[src/rtl/mips_debug_pkg.sv]
// Shared definitions for the MIPS host debug unit: command codes,
// reply codes and the control FSM state encoding.
package mips_debug_pkg;

    localparam logic [7:0] CMD_LOAD = 8'h4C;   // 'L'
    localparam logic [7:0] CMD_STEP = 8'h53;   // 'S'
    localparam logic [7:0] CMD_RUN  = 8'h52;   // 'R'
    localparam logic [7:0] CMD_DUMP = 8'h44;   // 'D'
    localparam logic [7:0] CMD_HALT = 8'h48;   // 'H', only honoured while running

    localparam logic [7:0] ACK = 8'h06;
    localparam logic [7:0] ERR = 8'h3F;

    typedef enum logic [3:0] {
        IDLE      = 4'd0,
        LOAD_LEN  = 4'd1,
        LOAD_DATA = 4'd2,
        STEP      = 4'd3,
        STEP_WAIT = 4'd4,
        RUN       = 4'd5,
        DUMP      = 4'd6,
        SEND_WORD = 4'd7,
        SEND_BYTE = 4'd8
    } dbg_state_t;

endpackage

[src/rtl/mips_debug_unit_word_tx.sv]
// Serialises one 32-bit word MSB-first (or a single byte taken from the
// low 8 bits) onto a valid/ready byte handshake, then pulses done.
module debug_word_tx (
    input  logic        clk,
    input  logic        rst_n,
    input  logic        start,
    input  logic        single_byte,
    input  logic [31:0] word,
    input  logic        tx_ready,
    output logic [7:0]  tx_data,
    output logic        tx_valid,
    output logic        done
);

    logic [31:0] shift_r;
    logic [2:0]  left_r;
    logic        tx_valid_r;
    logic        done_r;

    // Load the word on start, advance one byte per accepted handshake.
    always_ff @(posedge clk or negedge rst_n) begin
        if (!rst_n) begin
            shift_r    <= 32'h0000_0000;
            left_r     <= 3'd0;
            tx_valid_r <= 1'b0;
            done_r     <= 1'b0;
        end else begin
            done_r <= 1'b0;
            if (start && !tx_valid_r) begin
                shift_r    <= single_byte ? {word[7:0], 24'h00_0000} : word;
                left_r     <= single_byte ? 3'd1 : 3'd4;
                tx_valid_r <= 1'b1;
            end else if (tx_valid_r && tx_ready) begin
                if (left_r == 3'd1) begin
                    tx_valid_r <= 1'b0;
                    done_r     <= 1'b1;
                    left_r     <= 3'd0;
                end else begin
                    shift_r <= {shift_r[23:0], 8'h00};
                    left_r  <= left_r - 3'd1;
                end
            end
        end
    end

    // The top byte of the shift register is the byte on the wire; it only
    // moves on acceptance, so it is stable while the transmitter stalls.
    assign tx_data  = shift_r[31:24];
    assign tx_valid = tx_valid_r;
    assign done     = done_r;

endmodule

[src/rtl/mips_debug_unit.sv]
// Host-side debug controller for the pipelined MIPS core: loads
// instruction memory from the UART byte stream, gates the core's advance
// enable for step/run, and streams PC / register contents back.
module mips_debug_unit
    import mips_debug_pkg::*;
#(
    parameter int IMEM_ADDR_W = 8,
    parameter int NREGS       = 32,
    parameter int DATA_W      = 32
) (
    input  logic                   ClockIn,
    input  logic                   Reset,
    input  logic [7:0]             rx_data,
    input  logic                   rx_valid,
    output logic [7:0]             tx_data,
    output logic                   tx_valid,
    input  logic                   tx_ready,
    output logic                   imem_we,
    output logic [IMEM_ADDR_W-1:0] imem_addr,
    output logic [DATA_W-1:0]      imem_wdata,
    output logic                   cpu_en,
    input  logic                   cpu_halt,
    input  logic [DATA_W-1:0]      cpu_pc,
    output logic [4:0]             dbg_reg_addr,
    input  logic [DATA_W-1:0]      dbg_reg_data,
    output logic                   busy
);

    localparam logic [4:0] LAST_REG = 5'(NREGS - 1);

    dbg_state_t             state_r;
    logic [7:0]             len_r;
    logic [7:0]             word_cnt_r;
    logic [1:0]             byte_cnt_r;
    logic [23:0]            asm_r;
    logic                   load_last_r;
    logic                   dumping_r;
    logic                   imem_we_r;
    logic [IMEM_ADDR_W-1:0] imem_addr_r;
    logic [DATA_W-1:0]      imem_wdata_r;
    logic                   cpu_en_r;
    logic [4:0]             dbg_reg_addr_r;
    logic                   busy_r;
    logic                   tx_start_r;
    logic                   tx_single_r;
    logic [31:0]            tx_word_r;
    logic                   tx_done_s;

    // Control FSM: command decode, load assembly, step/run gating, dump walk.
    always_ff @(posedge ClockIn or negedge Reset) begin
        if (!Reset) begin
            state_r        <= IDLE;
            len_r          <= 8'd0;
            word_cnt_r     <= 8'd0;
            byte_cnt_r     <= 2'd0;
            asm_r          <= 24'h00_0000;
            load_last_r    <= 1'b0;
            dumping_r      <= 1'b0;
            imem_we_r      <= 1'b0;
            imem_addr_r    <= '0;
            imem_wdata_r   <= '0;
            cpu_en_r       <= 1'b0;
            dbg_reg_addr_r <= 5'd0;
            busy_r         <= 1'b0;
            tx_start_r     <= 1'b0;
            tx_single_r    <= 1'b0;
            tx_word_r      <= 32'h0000_0000;
        end else begin
            tx_start_r <= 1'b0;
            imem_we_r  <= 1'b0;
            // Address moves on only after the write cycle; the last word of a
            // load returns it to 0 for the next load.
            if (imem_we_r) begin
                imem_addr_r <= load_last_r ? '0 : imem_addr_r + IMEM_ADDR_W'(1);
            end
            case (state_r)
                IDLE: begin
                    if (rx_valid) begin
                        busy_r <= 1'b1;
                        case (rx_data)
                            CMD_LOAD: state_r <= LOAD_LEN;
                            CMD_STEP: begin
                                state_r  <= STEP;
                                cpu_en_r <= 1'b1;
                            end
                            CMD_RUN: begin
                                state_r  <= RUN;
                                cpu_en_r <= 1'b1;
                            end
                            CMD_DUMP: begin
                                state_r        <= DUMP;
                                dumping_r      <= 1'b1;
                                dbg_reg_addr_r <= 5'd0;
                            end
                            default: begin
                                tx_word_r   <= {24'h00_0000, ERR};
                                tx_single_r <= 1'b1;
                                tx_start_r  <= 1'b1;
                                state_r     <= SEND_BYTE;
                            end
                        endcase
                    end
                end
                LOAD_LEN: begin
                    if (rx_valid) begin
                        len_r      <= rx_data;
                        word_cnt_r <= 8'd0;
                        byte_cnt_r <= 2'd0;
                        if (rx_data == 8'd0) begin
                            tx_word_r   <= {24'h00_0000, ACK};
                            tx_single_r <= 1'b1;
                            tx_start_r  <= 1'b1;
                            state_r     <= SEND_BYTE;
                        end else begin
                            state_r <= LOAD_DATA;
                        end
                    end
                end
                LOAD_DATA: begin
                    if (rx_valid) begin
                        asm_r      <= {asm_r[15:0], rx_data};
                        byte_cnt_r <= byte_cnt_r + 2'd1;
                        if (byte_cnt_r == 2'd3) begin
                            imem_we_r    <= 1'b1;
                            imem_wdata_r <= {asm_r, rx_data};
                            word_cnt_r   <= word_cnt_r + 8'd1;
                            if (word_cnt_r == len_r - 8'd1) begin
                                load_last_r <= 1'b1;
                                tx_word_r   <= {24'h00_0000, ACK};
                                tx_single_r <= 1'b1;
                                tx_start_r  <= 1'b1;
                                state_r     <= SEND_BYTE;
                            end else begin
                                load_last_r <= 1'b0;
                            end
                        end
                    end
                end
                STEP: begin
                    cpu_en_r <= 1'b0;
                    state_r  <= STEP_WAIT;
                end
                STEP_WAIT: begin
                    // Pipeline has settled for one cycle; capture the PC.
                    tx_word_r   <= cpu_pc;
                    tx_single_r <= 1'b0;
                    tx_start_r  <= 1'b1;
                    state_r     <= SEND_WORD;
                end
                RUN: begin
                    if (cpu_halt || (rx_valid && (rx_data == CMD_HALT))) begin
                        cpu_en_r <= 1'b0;
                        state_r  <= STEP_WAIT;
                    end
                end
                DUMP: begin
                    // Register file reads asynchronously on dbg_reg_addr.
                    tx_word_r   <= dbg_reg_data;
                    tx_single_r <= 1'b0;
                    tx_start_r  <= 1'b1;
                    state_r     <= SEND_WORD;
                end
                SEND_WORD: begin
                    if (tx_done_s) begin
                        if (dumping_r && (dbg_reg_addr_r != LAST_REG)) begin
                            dbg_reg_addr_r <= dbg_reg_addr_r + 5'd1;
                            state_r        <= DUMP;
                        end else begin
                            dumping_r      <= 1'b0;
                            dbg_reg_addr_r <= 5'd0;
                            busy_r         <= 1'b0;
                            state_r        <= IDLE;
                        end
                    end
                end
                SEND_BYTE: begin
                    if (tx_done_s) begin
                        busy_r  <= 1'b0;
                        state_r <= IDLE;
                    end
                end
                default: begin
                    cpu_en_r  <= 1'b0;
                    dumping_r <= 1'b0;
                    busy_r    <= 1'b0;
                    state_r   <= IDLE;
                end
            endcase
        end
    end

    debug_word_tx u_word_tx (
        .clk         (ClockIn),
        .rst_n       (Reset),
        .start       (tx_start_r),
        .single_byte (tx_single_r),
        .word        (tx_word_r),
        .tx_ready    (tx_ready),
        .tx_data     (tx_data),
        .tx_valid    (tx_valid),
        .done        (tx_done_s)
    );

    assign imem_we      = imem_we_r;
    assign imem_addr    = imem_addr_r;
    assign imem_wdata   = imem_wdata_r;
    assign cpu_en       = cpu_en_r;
    assign dbg_reg_addr = dbg_reg_addr_r;
    assign busy         = busy_r;

endmodule
[config.mk]
export PLATFORM = sky130hd
export DESIGN_NAME = mips_debug_unit
export DESIGN_NICKNAME = d
export VERILOG_FILES = /design/src/rtl/mips_debug_pkg.sv /design/src/rtl/mips_debug_unit_word_tx.sv /design/src/rtl/mips_debug_unit.sv
export SDC_FILE = /design/constraint.sdc
export NUM_CORES = 1
export LEC_CHECK = 0
export CAP_MARGIN = 25
export CORE_MARGIN = 3
export CORE_UTILIZATION = 58
export DETAILED_ROUTE_END_ITERATION = 10
export GPL_ROUTABILITY_DRIVEN = 0
export PLACE_DENSITY = 0.91
export RECOVER_POWER = 50
export SYNTH_ARGS = -nofsm -noshare
export SYNTH_HDL_FRONTEND = slang
export SYNTH_HIERARCHICAL = 1
export SYNTH_SLANG_ARGS = --single-unit
export TNS_END_PERCENT = 10
[constraint.sdc]
create_clock -name ClockIn -period 6.2 [get_ports ClockIn]
set_input_delay 0.93 -clock ClockIn [delete_from_list [all_inputs] [get_ports ClockIn]]
set_output_delay 0.93 -clock ClockIn [all_outputs]
set_load 0.05 [all_outputs]
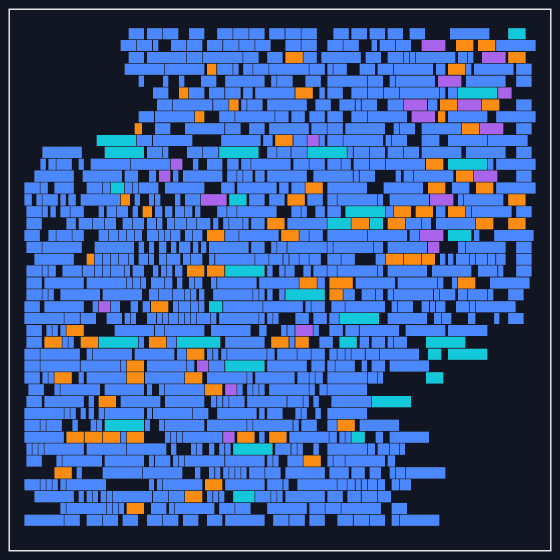
Figure 1: run 1, cell sizes after repair.
[cyan] drive 6 and up | cells: 30
[orange] drive 2 | cells: 71
[blue] drive 1 or less | cells: 769
[purple] drive 3 to 4 | cells: 21
final setup slack of the worst path: 2810 ps
final std cell area, no fill: 9950 um2
relative area change from synthesis to final layout: 23.7%
number of non-clock buffers: 144

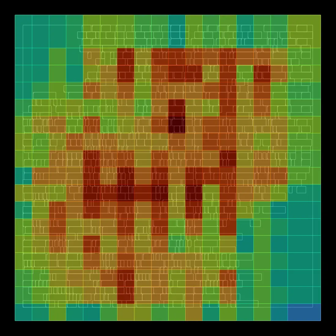
Figure 2: run 1, track usage over the die.
GR Layer Usage met3: 6.45%
drt wl/cell: 20.1 um

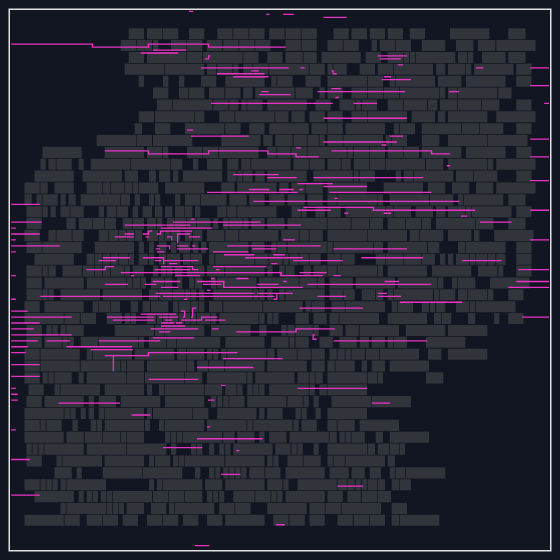
Figure 3: run 1, met3 routing.
longest straight run: 46.9 um
main direction: horizontal
share of all routed wire: 7.5%
nets with wire on the layer: 143
wire length on this layer: 1,600 um
vias post-DR: 6,579
wirelength, routed: 21,400 um

==> run_summary.xml, run 1 <==
<?xml version="1.0" encoding="UTF-8"?>
<metrics>
  <group name="run_status">
    <metric name="run_status" unit="">finished, final reports clean</metric>
  </group>
  <group name="route">
    <metric name="remaining_drc_errors" unit="">0</metric>
    <metric name="detail_route.first_pass.iterations" unit="">6</metric>
  </group>
  <group name="global_routing">
    <metric name="grt_max_degree" unit="">104</metric>
    <metric name="gr_layer_usage_met1" unit="%">36.8</metric>
    <metric name="gr-usage-met2" unit="%">44.8</metric>
    <metric name="global_route.usage.total" unit="%">27.9</metric>
  </group>
  <group name="final_layout">
    <metric name="layout_top_cells" unit="">167 x dfrtp_1, 164 x nand2_1, 130 x clkdlybuf4s50_1</metric>
    <metric name="final_net_count" unit="">963</metric>
    <metric name="antennaDiodeCount" unit="">0</metric>
  </group>
  <group name="critical_path">
    <metric name="cp.required" unit="ps">6470</metric>
    <metric name="timing.critical_path.to_type" unit="">flop</metric>
    <metric name="timing.setup.critical_path_class" unit="">in -&gt; reg</metric>
    <metric name="regToRegSetupSlack" unit="ps">2950</metric>
    <metric name="rr_worst_depth" unit="">8</metric>
    <metric name="worst_ep_arrival_time" unit="ps">3660</metric>
    <metric name="timing.critical_path.from" unit="">rx_data[3]</metric>
  </group>
  <group name="sta">
    <metric name="slew_viol_final" unit="">0</metric>
    <metric name="finalCritPeriodShare" unit="%">54.7</metric>
    <metric name="worst_clock_skew" unit="ps">9.59</metric>
    <metric name="grt_setup_unrepaired" unit="">false</metric>
    <metric name="maxSlewHeadroom" unit="%">30.1</metric>
    <metric name="number_of_endpoints_with_negative_hold_slack_in_the_final_report" unit="">0</metric>
    <metric name="finalCriticalPeriod" unit="ps">3390</metric>
    <metric name="hold_ws" unit="ps">473</metric>
    <metric name="finalSetupTns" unit="ps">0</metric>
  </group>
  <group name="synthesis">
    <metric name="syn-num-nets" unit="">856</metric>
    <metric name="syn_inst" unit="">771</metric>
    <metric name="ys_seq_share" unit="%">52.0</metric>
    <metric name="post_synthesis_async_set_or_reset_flop_share" unit="%">100</metric>
    <metric name="syn_area" unit="um2">8040</metric>
    <metric name="yosysWarnings" unit="">6</metric>
    <metric name="synthFlopType" unit="">dfrtp_1</metric>
    <metric name="avgSynthCellArea" unit="um2">10.4</metric>
    <metric name="post_synthesis_cell_count_from_yosys" unit="">771</metric>
    <metric name="ys_top_cells_by_area" unit="">dfrtp_1 52%, nand2_1 7.7%, mux2_2 6.9%</metric>
    <metric name="yosys_top_cell_area_share" unit="%">52.0</metric>
  </group>
  <group name="floorplan">
    <metric name="chip_area" unit="um2">15300</metric>
    <metric name="initial_utilization" unit="%">60.0</metric>
    <metric name="coreArea" unit="um2">13400</metric>
  </group>
  <group name="place">
    <metric name="post-place-cells" unit="">1031</metric>
    <metric name="place.detailed.hpwl" unit="um">13700</metric>
    <metric name="placed_area" unit="um2">9360</metric>
  </group>
  <group name="worst_hold_path">
    <metric name="timing.hold.worst_path_depth" unit="">2</metric>
  </group>
  <group name="power_and_ir_drop">
    <metric name="power-per-cell-area" unit="nW/um2">363</metric>
    <metric name="power.leakage" unit="nW">4.68</metric>
    <metric name="worst_ir_drop_vdd" unit="mV">0.244</metric>
  </group>
  <group name="cts">
    <metric name="cts_resized" unit="">0</metric>
    <metric name="cts_buffer_depth" unit="">2</metric>
  </group>
</metrics>
-- run 1: metal layers --
metal / routed length [um] / part of all wire, % / up-vias
li1: - / - / 2947
met1: 8600 / 40 / 3232
met2: 10600 / 49 / 338
met3: 1600 / 7.5 / 62
met4: 673 / 3.1 / 0
met5: 0 / 0 / -
-- run 1: final cells by class --
type | instances | area, um2 | area share [%]
flip-flops and latches | 167 | 4180 | 42.0
well taps | 176 | 220 | 2.21
inverters | 17 | 63.8 | 0.641
clock buffers | 19 | 443 | 4.45
multi-input cells | 531 | 3490 | 35.1
repair buffers | 144 | 1440 | 14.5
clock inverters | 13 | 111 | 1.12
-- run 1: sequential cells by signal (all words and copies together) (netlist names) --
register            count
imem_we                 1
byte_cnt_r              2
u_word_tx/shift_r      32
state_r                 4
imem_wdata             32
tx_start_r              1
len_r                   8
u_word_tx/left_r        3
imem_addr               8
tx_word_r              32
cpu_en                  1
u_word_tx/done          1
busy                    1
asm_r                  24
dbg_reg_addr            5
load_last_r             1
u_word_tx/tx_valid      1
word_cnt_r              8
tx_single_r             1
dumping_r               1
-- run 1: cells by family after synthesis --
logic type	count (synthesis)	synth area share (%)
DFF	167	52.0
adders and majority gates	8	1.24
and+or+nand+nor	305	17.3
xor gates and xnor gates	20	2.18
buffers and inverters	73	4.53
AOI/OAI and AO/OA	127	12.4
muxes	71	10.3
-- run 1: power by group --
| part | total [mW] | switching, mW | leakage [nW] | internal [mW] |
|---|---|---|---|---|
| combinational | 1.11 | 0.625 | 2.16 | 0.480 |
| sequential | 1.50 | 0.227 | 2.25 | 1.27 |
| clock | 1.00 | 0.468 | 0.271 | 0.537 |
| total | 3.61 | 1.32 | 4.68 | 2.29 |
Figure 4. Clock network drawn from the DEF (run 1).
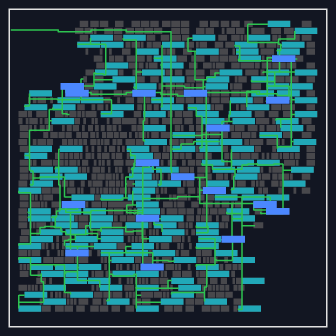

==> run 2, diff against run 1 <==
--- a/config.mk
+++ b/config.mk
@@ -7,10 +7,10 @@
 export LEC_CHECK = 0
 export CAP_MARGIN = 25
 export CORE_MARGIN = 3
-export CORE_UTILIZATION = 58
+export CORE_UTILIZATION = 48
 export DETAILED_ROUTE_END_ITERATION = 10
 export GPL_ROUTABILITY_DRIVEN = 0
-export PLACE_DENSITY = 0.91
+export PLACE_DENSITY = 0.81
 export RECOVER_POWER = 50
 export SYNTH_ARGS = -nofsm -noshare
 export SYNTH_HDL_FRONTEND = slang
==> constraint.sdc (replaced) <==
create_clock -name ClockIn -period 3 [get_ports ClockIn]
set_input_delay 0.45 -clock ClockIn [delete_from_list [all_inputs] [get_ports ClockIn]]
set_output_delay 0.45 -clock ClockIn [all_outputs]
set_load 0.05 [all_outputs]
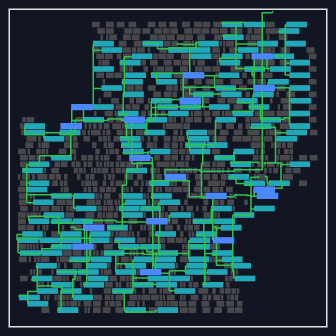
Figure 5: run 2, clock network drawn from the DEF.
[cyan] flip-flops | count: 167
[blue] cells driving clock nets | count: 17
[green] clock wires | length: 1,900 um
flops lie: all over the die
routed clock nets: 18

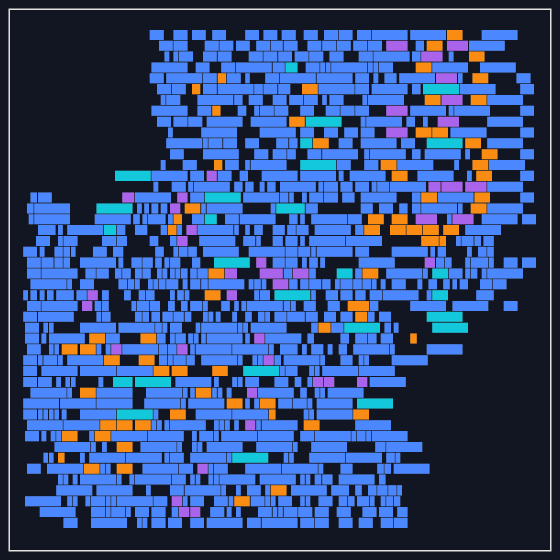
Figure 6: run 2, cell sizes after repair.
[purple] drive 3 to 4 | cells: 41
[blue] drive 1 or less | cells: 770
[orange] drive 2 | cells: 72
[cyan] drive 6 and up | cells: 26
number of non-clock buffers: 162
final setup slack of the worst path: 84.5 ps

==> run 2 against run 1 <==
Against the previous run:
- the flow now finishes with violations (max-capacitance violations, max-slew violations)
- core utilization fell by 12 points
- wire length shrank 5.0%
- sequential share of layout area fell by 0.67 points
- clock skew increased by 2.3 ps
- sequential cell count did not move
- power increased by 110%
==> run_summary.xml, run 2 <==
<?xml version="1.0" encoding="UTF-8"?>
<metrics>
  <group name="route">
    <metric name="detailroute.via_count" unit="">6456</metric>
    <metric name="detail_route.first_pass.iterations" unit="">7</metric>
    <metric name="route.final.wire_length" unit="um">20400</metric>
    <metric name="remaining_drc_errors" unit="">0</metric>
    <metric name="detail_route.wl_per_cell" unit="um">18.1</metric>
  </group>
  <group name="place">
    <metric name="place.detailed.hpwl" unit="um">14300</metric>
    <metric name="placed_area" unit="um2">9600</metric>
    <metric name="post-place-cells" unit="">1093</metric>
  </group>
  <group name="global_routing">
    <metric name="global_route.usage.total" unit="%">22.7</metric>
  </group>
  <group name="final_layout">
    <metric name="final_net_count" unit="">981</metric>
    <metric name="mi_logic_area" unit="um2">3500</metric>
    <metric name="layout-area-overhead-vs-synth" unit="%">25.7</metric>
    <metric name="final-seq-area" unit="um2">4180</metric>
  </group>
  <group name="power_and_ir_drop">
    <metric name="power-per-cell-area" unit="nW/um2">736</metric>
    <metric name="share_comb_of_total_power" unit="%">31.2</metric>
    <metric name="power.net_switching" unit="mW">2.66</metric>
    <metric name="share_seq_of_total_power" unit="%">41.1</metric>
    <metric name="power.group.top" unit="">sequential cells</metric>
    <metric name="power.leakage" unit="nW">4.74</metric>
    <metric name="clkPwrFrac" unit="%">27.7</metric>
    <metric name="worst_ir_drop_vdd" unit="mV">0.464</metric>
    <metric name="sw_frac_of_total" unit="%">35.8</metric>
  </group>
  <group name="run_status">
    <metric name="violations" unit="">max-capacitance violations, max-slew violations</metric>
    <metric name="run_status" unit="">complete, but fails checks</metric>
  </group>
  <group name="sta">
    <metric name="worst_clock_skew" unit="ps">11.9</metric>
    <metric name="slew_viol_final" unit="">79</metric>
    <metric name="finalCritPeriodShare" unit="%">97.2</metric>
    <metric name="number_of_endpoints_with_negative_hold_slack_in_the_final_report" unit="">0</metric>
    <metric name="finalCriticalPeriod" unit="ps">2920</metric>
  </group>
  <group name="synthesis">
    <metric name="yosys_top_cell_area_share" unit="%">52.0</metric>
    <metric name="yosysWarnings" unit="">6</metric>
    <metric name="post_synthesis_cell_count_from_yosys" unit="">771</metric>
    <metric name="syn-num-nets" unit="">856</metric>
    <metric name="ys_seq_share" unit="%">52.0</metric>
    <metric name="syn_inst" unit="">771</metric>
  </group>
  <group name="critical_path">
    <metric name="worst_ep_arrival_time" unit="ps">3220</metric>
    <metric name="timing.setup.critical_path_class" unit="">reg -&gt; reg</metric>
    <metric name="cp.required" unit="ps">3310</metric>
    <metric name="timing.critical_path.to_type" unit="">flop</metric>
    <metric name="regToRegSetupSlack" unit="ps">80</metric>
    <metric name="rr_worst_depth" unit="">8</metric>
  </group>
  <group name="flow_run">
    <metric name="drv_cap" unit="">1</metric>
  </group>
  <group name="floorplan">
    <metric name="initial_utilization" unit="%">49.9</metric>
    <metric name="chip_area" unit="um2">18300</metric>
    <metric name="coreArea" unit="um2">16100</metric>
  </group>
  <group name="cts">
    <metric name="cts_resized" unit="">0</metric>
  </group>
</metrics>
==> run 2: cell counts after synthesis <==
No cell type changed its count.
==> run 2: logic make-up after synthesis <==
group,count (synthesis),share of synthesized area (%)
muxes,71,10.3
adders and majority gates,8,1.24
and+or+nand+nor,305,17.3
AOI/OAI and AO/OA,127,12.4
buffers and inverters,73,4.53
DFF,167,52.0
xor gates and xnor gates,20,2.18
==> run 2: critical path, cell delays in order (launching register included) <==
cell and delay, ps:
dfrtp_1 430, inv_1 100, ha_1 170, or3b_2 490, o31a_1 260, o2111ai_1 300
nor3_1 150, o21ai_0 490, mux2_2 400
==> run 2: worst min-delay path by stage <==
stage	end	cells past startpoint
floorplan	asm_r[0]	0
global placement	imem_wdata[26]	2
detailed placement	imem_wdata[29]	2
CTS	imem_wdata[19]	1
global route	imem_wdata[5]	2
finish	imem_wdata[29]	2
==> run 2: layout make-up <==
class / instances / area share [%]
Sequential cell: 167 / 41.3
Tap cell: 216 / 2.67
Inverter: 17 / 0.631
Antenna cell: 1 / 0.0248
Clock inverter: 12 / 1.09
Multi-Input combinational cell: 531 / 34.7
Timing Repair Buffer: 162 / 15.2
Clock buffer: 20 / 4.42
==> run 2: metal layers <==
layer	global-route usage (%)	vias to the layer above	part of all wire [%]
met5	0	-	0
met4	7.22	0	2.0
met3	4.64	28	5.8
met2	36.2	228	49
met1	31.3	3208	43
li1	-	2992	-
==> run 2: metrics by stage <==
step | hold WS, ps | utilization, % | worst slack, ps
after floorplan | 154 | - | 319
after global placement | 445 | 59.6 | 254
after detailed placement | 456 | 59.6 | 98.7
after CTS | 80.3 | 63.0 | 81.3
after global routing | 499 | 62.7 | -2.71
final | 470 | 62.7 | 84.5
Figure 7. Gate families picked out (run 2).
Scale bar: 50 um.
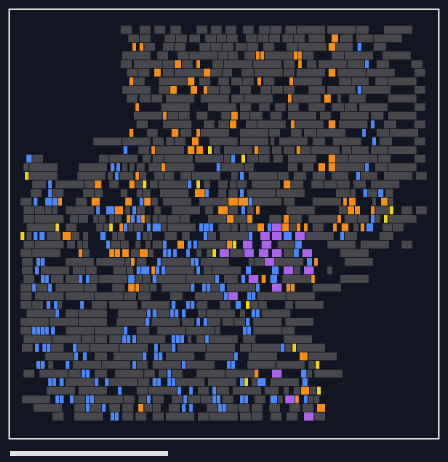

==> run 3, diff against run 2 <==
--- a/config.mk
+++ b/config.mk
@@ -6,12 +6,15 @@
 export NUM_CORES = 1
 export LEC_CHECK = 0
 export CAP_MARGIN = 25
+export CELL_PAD_IN_SITES_DETAIL_PLACEMENT = 1
+export CELL_PAD_IN_SITES_GLOBAL_PLACEMENT = 2
 export CORE_MARGIN = 3
-export CORE_UTILIZATION = 48
+export CORE_UTILIZATION = 31
 export DETAILED_ROUTE_END_ITERATION = 10
 export GPL_ROUTABILITY_DRIVEN = 0
-export PLACE_DENSITY = 0.81
+export PLACE_DENSITY = 0.82
 export RECOVER_POWER = 50
+export SLEW_MARGIN = 20
 export SYNTH_ARGS = -nofsm -noshare
 export SYNTH_HDL_FRONTEND = slang
 export SYNTH_HIERARCHICAL = 1
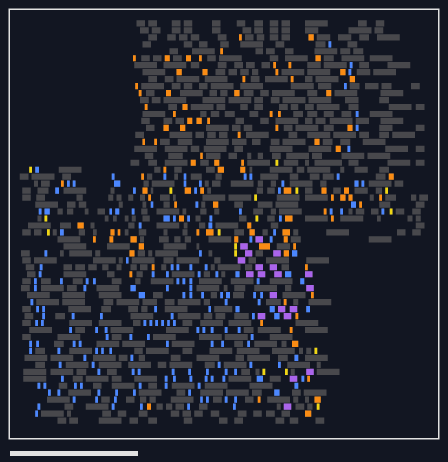
Figure 8: run 3, gate families picked out.
Scale bar: 50 um.
[purple] XOR/XNOR gates | cells: 20
[yellow] inverters | cells: 17
[orange] NOR gates | cells: 99
[blue] NAND gates | cells: 189

==> run 3 against run 2 <==
Against the previous run:
- the flow now finishes without violations
- die area up 52%
- combinational power grew 7%
- fmax is 4.1% higher
- via count fell by 0.79%
- wire length grew 17%
- sequential cell count did not move
- global-route usage shrank 5.6 points
- power increased by 5.2%
- worst setup slack improved by 110 ps
- critical path type unchanged
- critical endpoint is now tx_word_r[11]
- largest cell class unchanged
==> run_summary.xml, run 3 <==
<?xml version="1.0" encoding="UTF-8"?>
<metrics>
  <group name="run_status">
    <metric name="run_status" unit="">finished, final reports clean</metric>
  </group>
  <group name="floorplan">
    <metric name="initial_utilization" unit="%">31.8</metric>
  </group>
  <group name="synthesis">
    <metric name="synth.cellmix.xorXnorShare" unit="%">2.18</metric>
    <metric name="topCombFamilyByArea" unit="">simple AND/OR/NAND/NOR gates</metric>
    <metric name="syn_inst" unit="">771</metric>
    <metric name="adder_share" unit="%">1.24</metric>
    <metric name="post_synthesis_cell_count_from_yosys" unit="">771</metric>
    <metric name="aoi_share" unit="%">12.4</metric>
  </group>
  <group name="power_and_ir_drop">
    <metric name="power.leakage" unit="nW">4.82</metric>
  </group>
  <group name="final_layout">
    <metric name="dominant-cell-class" unit="">registers</metric>
    <metric name="layout-area-overhead-vs-synth" unit="%">29.4</metric>
    <metric name="sequential_cell_area_share" unit="%">40.2</metric>
    <metric name="final-nonclk-buf-share" unit="%">15.3</metric>
    <metric name="nClkBuffers" unit="">17</metric>
    <metric name="mi_logic_area" unit="um2">3510</metric>
    <metric name="final_net_count" unit="">986</metric>
    <metric name="non_clock_inverter_count" unit="">17</metric>
    <metric name="antennaDiodeCount" unit="">2</metric>
    <metric name="nMultiInputCombCells" unit="">531</metric>
  </group>
  <group name="sta">
    <metric name="finalCriticalPeriod" unit="ps">2800</metric>
  </group>
  <group name="flow_run">
    <metric name="drv_cap" unit="">0</metric>
  </group>
  <group name="global_routing">
    <metric name="global_route.peak_usage_layer" unit="">met2</metric>
    <metric name="gr-usage-met3" unit="%">2.52</metric>
  </group>
  <group name="place">
    <metric name="post-place-cells" unit="">1211</metric>
  </group>
  <group name="route">
    <metric name="top_signal_layer_used" unit="">met4</metric>
    <metric name="detail_route.wl_per_cell" unit="um">19.1</metric>
    <metric name="detailroute.wirelength.met3" unit="um">664</metric>
    <metric name="met2WireLength" unit="um">11400</metric>
  </group>
  <group name="cts">
    <metric name="cts_resized" unit="">0</metric>
  </group>
  <group name="critical_path">
    <metric name="worst_ep_arrival_time" unit="ps">3110</metric>
    <metric name="cp.required" unit="ps">3310</metric>
  </group>
</metrics>
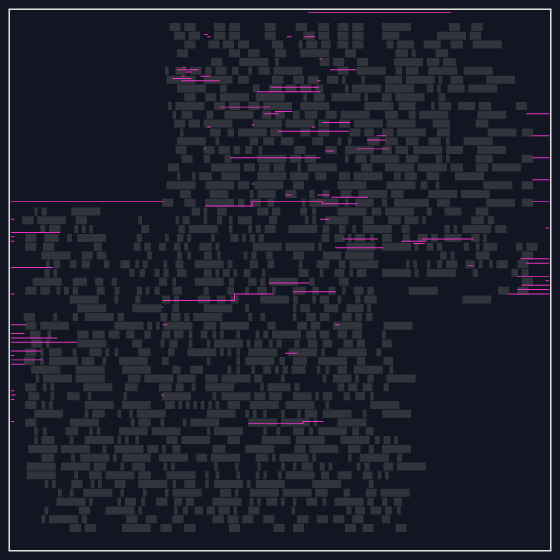
Figure 9: run 3, met3 routing.
wire length on this layer: 665 um
share of all routed wire: 2.8%
longest straight run: 46.7 um
main direction: horizontal

==> run 3: cell types whose count changed in the layout (fill, tap and decap cells not counted), moves of 2 or more <==
cell	change
clkinv_8	+8
inv_6	-3
clkbuf_1	-2
clkinv_4	-2
clkinvlp_4	-2
==> run 3: through the flow <==
| step | area [um2] | worst slack [ps] | hold slack [ps] | total power [mW] | utilization (%) |
|---|---|---|---|---|---|
| final | 10400 | 199 | 469 | 7.82 | 41.1 |
| after global routing | 10400 | 59.7 | 506 | 8.26 | 41.1 |
| after CTS | 10400 | 72.6 | 472 | 7.91 | 41.2 |
| after detailed placement | 9780 | 109 | 448 | 5.53 | 38.6 |
| after global placement | 9770 | 220 | 447 | 5.46 | 38.6 |
| after floorplan | 8040 | 319 | 154 | 4.76 | - |
==> run 3: power breakdown <==
group          total [mW]  internal (mW)  switching [mW]  leakage (nW)
combinational        2.49           1.05            1.45          2.25
sequential           2.99           2.63           0.355          2.25
clock                2.34           1.22            1.12         0.312
==> run 3: worst max-delay path, cell delays in order (launching register included) <==
cell	delay (ps)
dfrtp_1	420
inv_1	110
ha_1	180
or3b_2	500
nor4_2	230
o2111ai_1	190
or4_4	570
a21oi_4	200
buf_12	190
nor2_1	70
==> run 3: final timing paths <==
check / slack (ps) / cells past startpoint / end / start
worst min register to register: 470 / 2 / imem_wdata[24] / asm_r[16]
worst max-delay path: 200 / 9 / tx_word_r[11] / len_r[0]
worst max register to register: 200 / 9 / tx_word_r[11] / len_r[0]
worst min-delay path: 470 / 2 / imem_wdata[24] / asm_r[16]
min in group asynchronous: 870 / 2 / imem_wdata[16] / Reset
max in group asynchronous: 630 / 3 / u_word_tx/shift_r[26] / Reset
Power figures rest on the tool's default switching activity, not on a simulated workload.
